### Wire density map

The die is cut into 10 by 10 equal tiles; black is low, pale yellow is high, scaled to the fullest tile. Values are wire area over tile area, all layers added.
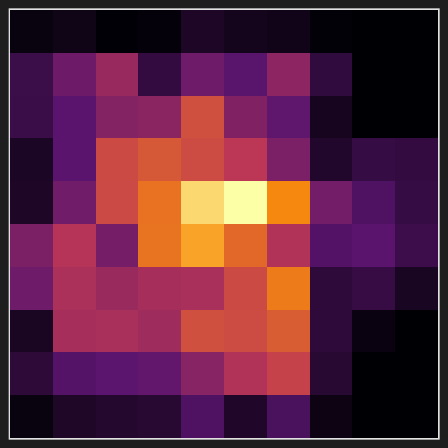
### Signal wires on met1

Supply wires on this layer in grey.
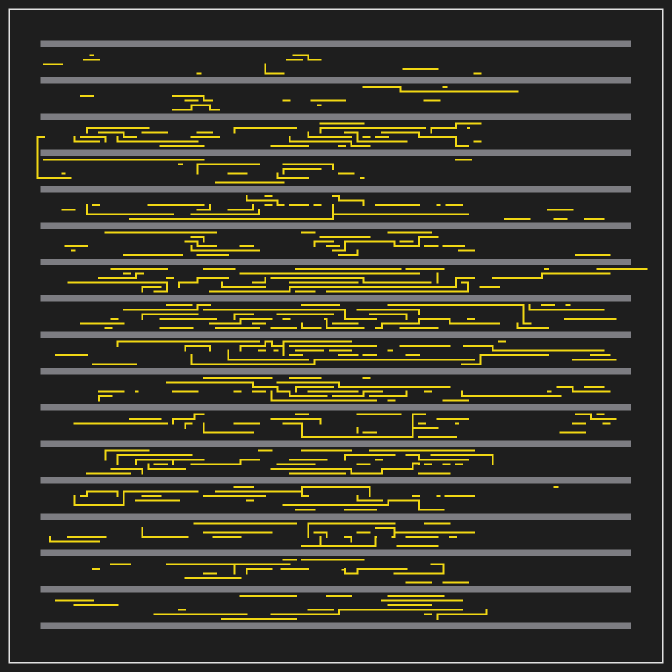
### Placement by cell class

Scale bar: 10 um. Fill, decap, tap and diode cells in grey.
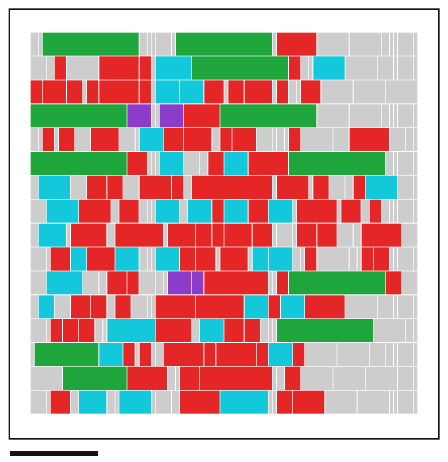
### Placed standard cells

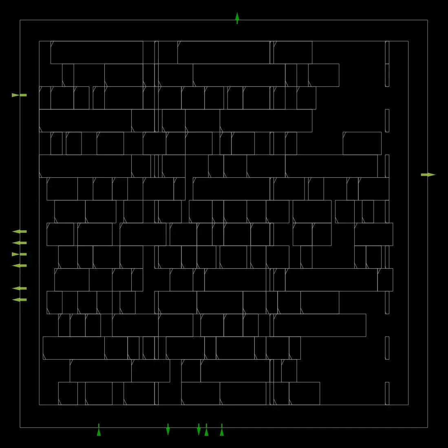
--- src/rtl/cdb_arbiter_if.sv ---
// Bus between the functional-unit output buffers and the CDB arbiter.
// master = requester side (output buffers), slave = arbiter side.
interface cdb_arbiter_if #(
    parameter int N_REQ     = 3,
    parameter int IDX_WIDTH = (N_REQ > 1) ? $clog2(N_REQ) : 1
);
    logic [N_REQ-1:0]     request;
    logic [N_REQ-1:0]     permit;
    logic                 cdb_valid;
    logic [IDX_WIDTH-1:0] grant_index;
    logic [N_REQ-1:0]     starved;

    modport master (
        output request,
        input  permit,
        input  cdb_valid,
        input  grant_index,
        input  starved
    );

    modport slave (
        input  request,
        output permit,
        output cdb_valid,
        output grant_index,
        output starved
    );
endinterface

--- src/rtl/cdb_arbiter.sv ---
// Common data bus arbiter: zero-latency one-hot grant with starvation forcing,
// an optional fixed-priority requester and round-robin fallback.
module cdb_arbiter #(
    parameter int N_REQ        = 3,
    parameter int PRIORITY_REQ = N_REQ - 1,
    parameter int MAX_WAIT     = 4,
    parameter int IDX_WIDTH    = (N_REQ > 1) ? $clog2(N_REQ) : 1
) (
    input  logic         clk,
    input  logic         reset,
    cdb_arbiter_if.slave bus
);
    localparam int                   WAIT_W   = $clog2(MAX_WAIT + 1);
    localparam bit                   PRIO_EN  = (PRIORITY_REQ >= 0) && (PRIORITY_REQ < N_REQ);
    localparam int                   PRIO_IDX = PRIO_EN ? PRIORITY_REQ : 0;
    localparam logic [WAIT_W-1:0]    WAIT_MAX = WAIT_W'(MAX_WAIT);
    localparam logic [IDX_WIDTH-1:0] LAST_IDX = IDX_WIDTH'(N_REQ - 1);

    logic [IDX_WIDTH-1:0] rr_ptr_r;
    logic [WAIT_W-1:0]    wait_cnt_r [N_REQ];
    logic [N_REQ-1:0]     starved_s;
    logic [N_REQ-1:0]     starve_req_s;
    logic [N_REQ-1:0]     rot_req_s;
    logic [IDX_WIDTH-1:0] rr_off_s;
    logic                 found_s;
    logic [IDX_WIDTH-1:0] grant_idx_s;
    logic [N_REQ-1:0]     permit_s;

    // Index of the lowest set bit; 0 for an all-zero vector.
    function automatic logic [IDX_WIDTH-1:0] lowest_set(input logic [N_REQ-1:0] v);
        logic [IDX_WIDTH-1:0] idx;
        idx = '0;
        for (int i = N_REQ - 1; i >= 0; i--) begin
            if (v[i]) begin
                idx = IDX_WIDTH'(i);
            end else begin
                idx = idx;
            end
        end
        return idx;
    endfunction

    // Starvation flags and the request vector rotated so bit 0 sits at rr_ptr.
    always_comb begin
        starved_s = '0;
        rot_req_s = '0;
        for (int i = 0; i < N_REQ; i++) begin
            starved_s[i] = (wait_cnt_r[i] == WAIT_MAX);
            rot_req_s[i] = bus.request[IDX_WIDTH'((int'(rr_ptr_r) + i) % N_REQ)];
        end
        starve_req_s = bus.request & starved_s;
        rr_off_s     = lowest_set(rot_req_s);
    end

    // Grant selection: starvation, then fixed priority, then round-robin.
    always_comb begin
        found_s     = 1'b0;
        grant_idx_s = '0;
        if (|starve_req_s) begin
            found_s     = 1'b1;
            grant_idx_s = lowest_set(starve_req_s);
        end else if (PRIO_EN && bus.request[PRIO_IDX]) begin
            found_s     = 1'b1;
            grant_idx_s = IDX_WIDTH'(PRIO_IDX);
        end else if (|bus.request) begin
            found_s     = 1'b1;
            grant_idx_s = IDX_WIDTH'((int'(rr_ptr_r) + int'(rr_off_s)) % N_REQ);
        end else begin
            found_s     = 1'b0;
            grant_idx_s = '0;
        end
    end

    // One-hot decode of the selected index; never more than one bit set.
    always_comb begin
        permit_s = '0;
        for (int i = 0; i < N_REQ; i++) begin
            permit_s[i] = found_s && (grant_idx_s == IDX_WIDTH'(i));
        end
    end

    // Outputs are forced quiet while reset is held low.
    always_comb begin
        bus.permit      = '0;
        bus.cdb_valid   = 1'b0;
        bus.grant_index = '0;
        bus.starved     = '0;
        if (reset) begin
            bus.permit      = permit_s;
            bus.cdb_valid   = found_s;
            bus.grant_index = grant_idx_s;
            bus.starved     = starved_s;
        end else begin
            bus.permit      = '0;
            bus.cdb_valid   = 1'b0;
            bus.grant_index = '0;
            bus.starved     = '0;
        end
    end

    // Round-robin pointer and saturating per-requester wait counters.
    always_ff @(posedge clk) begin
        if (!reset) begin
            rr_ptr_r <= '0;
            for (int i = 0; i < N_REQ; i++) begin
                wait_cnt_r[i] <= '0;
            end
        end else begin
            if (found_s) begin
                rr_ptr_r <= (grant_idx_s == LAST_IDX) ? '0 : grant_idx_s + IDX_WIDTH'(1);
            end else begin
                rr_ptr_r <= rr_ptr_r;
            end
            for (int i = 0; i < N_REQ; i++) begin
                if (permit_s[i] || !bus.request[i]) begin
                    wait_cnt_r[i] <= '0;
                end else if (wait_cnt_r[i] != WAIT_MAX) begin
                    wait_cnt_r[i] <= wait_cnt_r[i] + WAIT_W'(1);
                end else begin
                    wait_cnt_r[i] <= wait_cnt_r[i];
                end
            end
        end
    end
endmodule

--- src/flat_wrapper.sv ---
// flat-port wrapper written by rule: the top's interface ports become plain ports
module cdb_arbiter_flat 
#(
    parameter int N_REQ        = 3,
    parameter int PRIORITY_REQ = N_REQ - 1,
    parameter int MAX_WAIT     = 4,
    parameter int IDX_WIDTH    = (N_REQ > 1) ? $clog2(N_REQ) : 1
)
  (clk, reset, bus_request, bus_permit, bus_cdb_valid, bus_grant_index, bus_starved);
  cdb_arbiter_if #(.N_REQ(N_REQ), .IDX_WIDTH(IDX_WIDTH)) bus_i ();
  input  logic clk;
  input  logic reset;
  input wire logic [$bits(bus_i.request)-1:0] bus_request;
  output wire logic [$bits(bus_i.permit)-1:0] bus_permit;
  output wire logic [$bits(bus_i.cdb_valid)-1:0] bus_cdb_valid;
  output wire logic [$bits(bus_i.grant_index)-1:0] bus_grant_index;
  output wire logic [$bits(bus_i.starved)-1:0] bus_starved;
  assign bus_i.request = bus_request;
  assign bus_permit = bus_i.permit;
  assign bus_cdb_valid = bus_i.cdb_valid;
  assign bus_grant_index = bus_i.grant_index;
  assign bus_starved = bus_i.starved;
  cdb_arbiter #(.N_REQ(N_REQ), .PRIORITY_REQ(PRIORITY_REQ), .MAX_WAIT(MAX_WAIT), .IDX_WIDTH(IDX_WIDTH)) u_core (.clk(clk), .reset(reset), .bus(bus_i));
endmodule
--- config.mk ---
export PLATFORM = sky130hd
export DESIGN_NAME = cdb_arbiter_flat
export DESIGN_NICKNAME = d
export VERILOG_FILES = /design/src/rtl/cdb_arbiter_if.sv /design/src/rtl/cdb_arbiter.sv /design/src/flat_wrapper.sv
export SDC_FILE = /design/constraint.sdc
export NUM_CORES = 1
export LEC_CHECK = 0
export CORE_MARGIN = 2
export CORE_UTILIZATION = 47
export DETAILED_ROUTE_END_ITERATION = 10
export GPL_ROUTABILITY_DRIVEN = 1
export HOLD_SLACK_MARGIN = 0.06
export PLACE_DENSITY = 0.74
export SETUP_SLACK_MARGIN = 0.15
export SKIP_LAST_GASP = 1
export SLEW_MARGIN = 0
export SYNTH_ARGS = -nofsm -noshare
export SYNTH_HDL_FRONTEND = slang
export SYNTH_SLANG_ARGS = --single-unit
export TNS_END_PERCENT = 50
--- constraint.sdc ---
create_clock -name clk -period 5.2 [get_ports clk]
set_clock_uncertainty 0.1 [all_clocks]
set_input_delay 1.3 -clock clk [delete_from_list [all_inputs] [get_ports clk]]
set_output_delay 1.3 -clock clk [all_outputs]
set_load 0.005 [all_outputs]
==> run notes <==
* outcome: finished with violations
* violations in the final reports: negative setup slack
* kind of start point of the critical path: primary input
* cell with the most instances on the worst path: buf_6
* Setup Slack @ Placement: -1040 ps
* share of the synthesized area in the top cell type: 0.287
* cell count after placement: 157
* largest fanout of any net on the critical path: 4
* Slowest-stage cell, CP: fa_1
* source-to-sink clock delay at the later pin of the worst-skew pair: 280 ps
* first-pass GRT wire length: 3.98 mm
* area after detailed placement: 1200 um2
* Die W: 48.8 um
* worst setup path start: bus_request[0]
* origin of the critical flop-to-flop path: u_core.rr_ptr_r[1]
* Nets: 160
* largest net degree at the start of global routing: 13
* proportion of synthesized flip-flops having asynchronous set or reset: 0
* design internal power: 0.241 mW
* maxcap violations: 0
* Chip Area: 2380 um2
* part of the power in the clock network: 0.166
* Design Power: 0.370 mW
* startpoint of the most critical hold path: u_core.rr_ptr_r[1]
* Combinational Power Share: 0.546
* worst reg-to-reg path cell count: 14
* fin area: 1340 um2
* Filler Cell Count: 160
* critical path cell sequence: buf_8 > mux2i_4 > o22ai_2 > a211oi_2 > ha_2 > fa_1 > and2b_2 > ha_4 > or3_4 > a41o_1 > buf_6 > and3_4 > and2_4 > buf_6
* WP data required: 3800 ps
* number of warning messages in the yosys log: 0
* average cell area after synthesis: 8.97 um2
* H-tree lvl count: 1
* total net switching power: 0.129 mW
* dpl hpwl: 1.68 mm
* detail-routed net length per standard cell: 14.1 um
* WHS Endpoint: u_core.rr_ptr_r[1]
* clock tree from TritonCTS: done
* post-synthesis cell count from yosys: 105
* buffer depth of the longest clock path: 2
* share of final-layout standard cells stronger than drive strength 1: 0.312
* area figure in the yosys stat output: 942 um2
* fin crit period: 5520 ps
* Dominant Register Cell: edfxtp_1
* Synth-to-Final Area Change: 42.1%
* endpoint kind of the worst setup timing path: output pin
* proportion of power drawn by flip-flops and latches: 0.288
* flip-flops with a built-in enable: 9
* number of clock sinks: 11
* fin. max-slew vios: 0
* Initial Util: 0.490
* via density per instance: 5.43
* number of buffers inserted for hold repair after clock tree synthesis: 0
* Slowest Stage Delay on Critical Path: 430 ps
* count of inserted antenna diode cells: 0
* Root Buffer: clkbuf_4
* number of warning messages in the logs: 35
* Register Area: 310 um2
* largest cells by area after synthesis: edfxtp_1, ha_1, inv_1, dfxtp_1, nor3_1
* Max transition margin: 0.601
* share of the clock period used by the worst path: 1.06
* power per unit of standard cell area: 276 nW/um2
* VDD IR-drop max: 230 uV
* Final WS setup: -322 ps
* data arrival time of the critical path: 4120 ps
* LEAKAGE: 0.588 nW
* global placement routability congestion: 0.812
* number of buffers inserted by port buffering: 13
* Setup-failing EPs final: 5
* register clock-pin slew on the reported worst setup and hold paths: 80 ps
* final core utilization: 0.697
* Hold Crit Class: reg2reg
Notes on 'Wire density map' above:
densest ninth of the die: centre
mean over tiles: 0.16
emptiest ninth of the die: north-east
tiles over half the peak: 18%
WL final: 2.37 mm
total via count after detailed routing: 912
overall global routing resource usage: 0.209

Notes on 'Signal wires on met1' above:
share of all routed wire: 44%
wire length on this layer: 1050 um
longest straight run: 15.2 um
main direction: horizontal
met1 GRT Util: 0.241

Notes on 'Placement by cell class' above:
[purple] clock drivers and dummy loads | cells: 4 | share of their area: 2.0%
[green] flip-flops | cells: 11 | share of their area: 24%
[cyan] other buffers and delay cells | cells: 31 | share of their area: 20%
[red] all other logic | cells: 95 | share of their area: 54%

Notes on 'Placed standard cells' above:
floorplan core area: 1920 um2
Final Non-Filler Cells: 168

[worst max path at each step]
stage / to / slack [ps] / cells past startpoint
final: bus_grant_index[0] / -320 / 14
after global routing: bus_grant_index[0] / -430 / 14
after CTS: bus_grant_index[0] / -220 / 14
after detailed placement: bus_permit[2] / -1040 / 13
after global placement: bus_permit[2] / -950 / 13
after floorplan: bus_permit[2] / 110 / 11
[metal layers]
| metal | routed length (um) | vias to the layer above | part of all wire | track usage |
|---|---|---|---|---|
| li1 | - | 449 | - | - |
| met3 | 119 | 2 | 0.050 | 0.0307 |
| met5 | 0 | - | 0 | 0 |
| met2 | 1180 | 34 | 0.50 | 0.390 |
| met4 | 20 | 0 | 0.0085 | 0.0714 |
| met1 | 1050 | 427 | 0.44 | 0.241 |
[power by group through the flow]
stage | combinational [mW] | clock [mW] | sequential, mW
2_1_floorplan | 0.0866 | 0 | 0.109
3_3_place_gp | 0.148 | 0 | 0.108
3_5_place_dp | 0.157 | 0 | 0.109
4_1_cts | 0.181 | 0.0608 | 0.107
5_1_grt | 0.220 | 0.0645 | 0.108
6_report | 0.202 | 0.0615 | 0.107
[logic make-up (layout without fill, tap and decap cells)]
logic type,Yosys count,after routing,synth area share
and+or+nand+nor,46,46,0.268
AOI/OAI and AO/OA,18,18,0.137
adders and majority gates,13,13,0.181
buffers and inverters,13,47,0.0518
DFF,11,11,0.329
xor gates and xnor gates,2,2,0.0186
other,1,3,0.00398
muxes,1,1,0.0106
[timing repair]
item,in CTS,in global routing
gates resized,36,10
endpoints found under the setup margin,5,5
endpoints found under the hold margin,0,0
setup buffers,5,2
pin swaps,11,8
gates cloned,0,0
[critical path, delay by kind of cell]
kind	cells	cell delay, ps
AND/OR/NAND/NOR	4	950
multiplexers	1	130
buffers and inverters	3	340
AND-OR/OR-AND	3	600
adder cells (fa/ha/maj)	3	800
[placed cells by master, fill, tap and decap left out, types with 3 or more instances in the layout]
cell type,instances
clkbuf_4,3
buf_4,17
nand3_1,4
clkdlybuf4s50_1,5
ha_1,10
inv_1,12
and3_1,5
o21ai_1,3
edfxtp_1,9
nor3_1,7
conb_1,3
nand2_1,8
and2_1,3
nor2_1,3
[final cells by class]
class                      count  share of cell area
multi-input combinational     83               0.493
sequential                    11               0.232
timing repair buffer          31               0.196
inverter                      12              0.0336
tap                           27              0.0252
clock buffer                   4              0.0196
[through the flow]
step	hold WS, ps	setup TNS (ps)
after floorplan	391	0
after global placement	473	-4260
after detailed placement	481	-4560
after CTS	494	-858
after global routing	536	-1870
final	479	-1240
[state kept, by name, summed over array words and instances (netlist names)]
register           flops
u_core.rr_ptr_r        2
u_core.wait_cnt_r      9
No activity file was given, so power comes from the tool's default toggle rates.
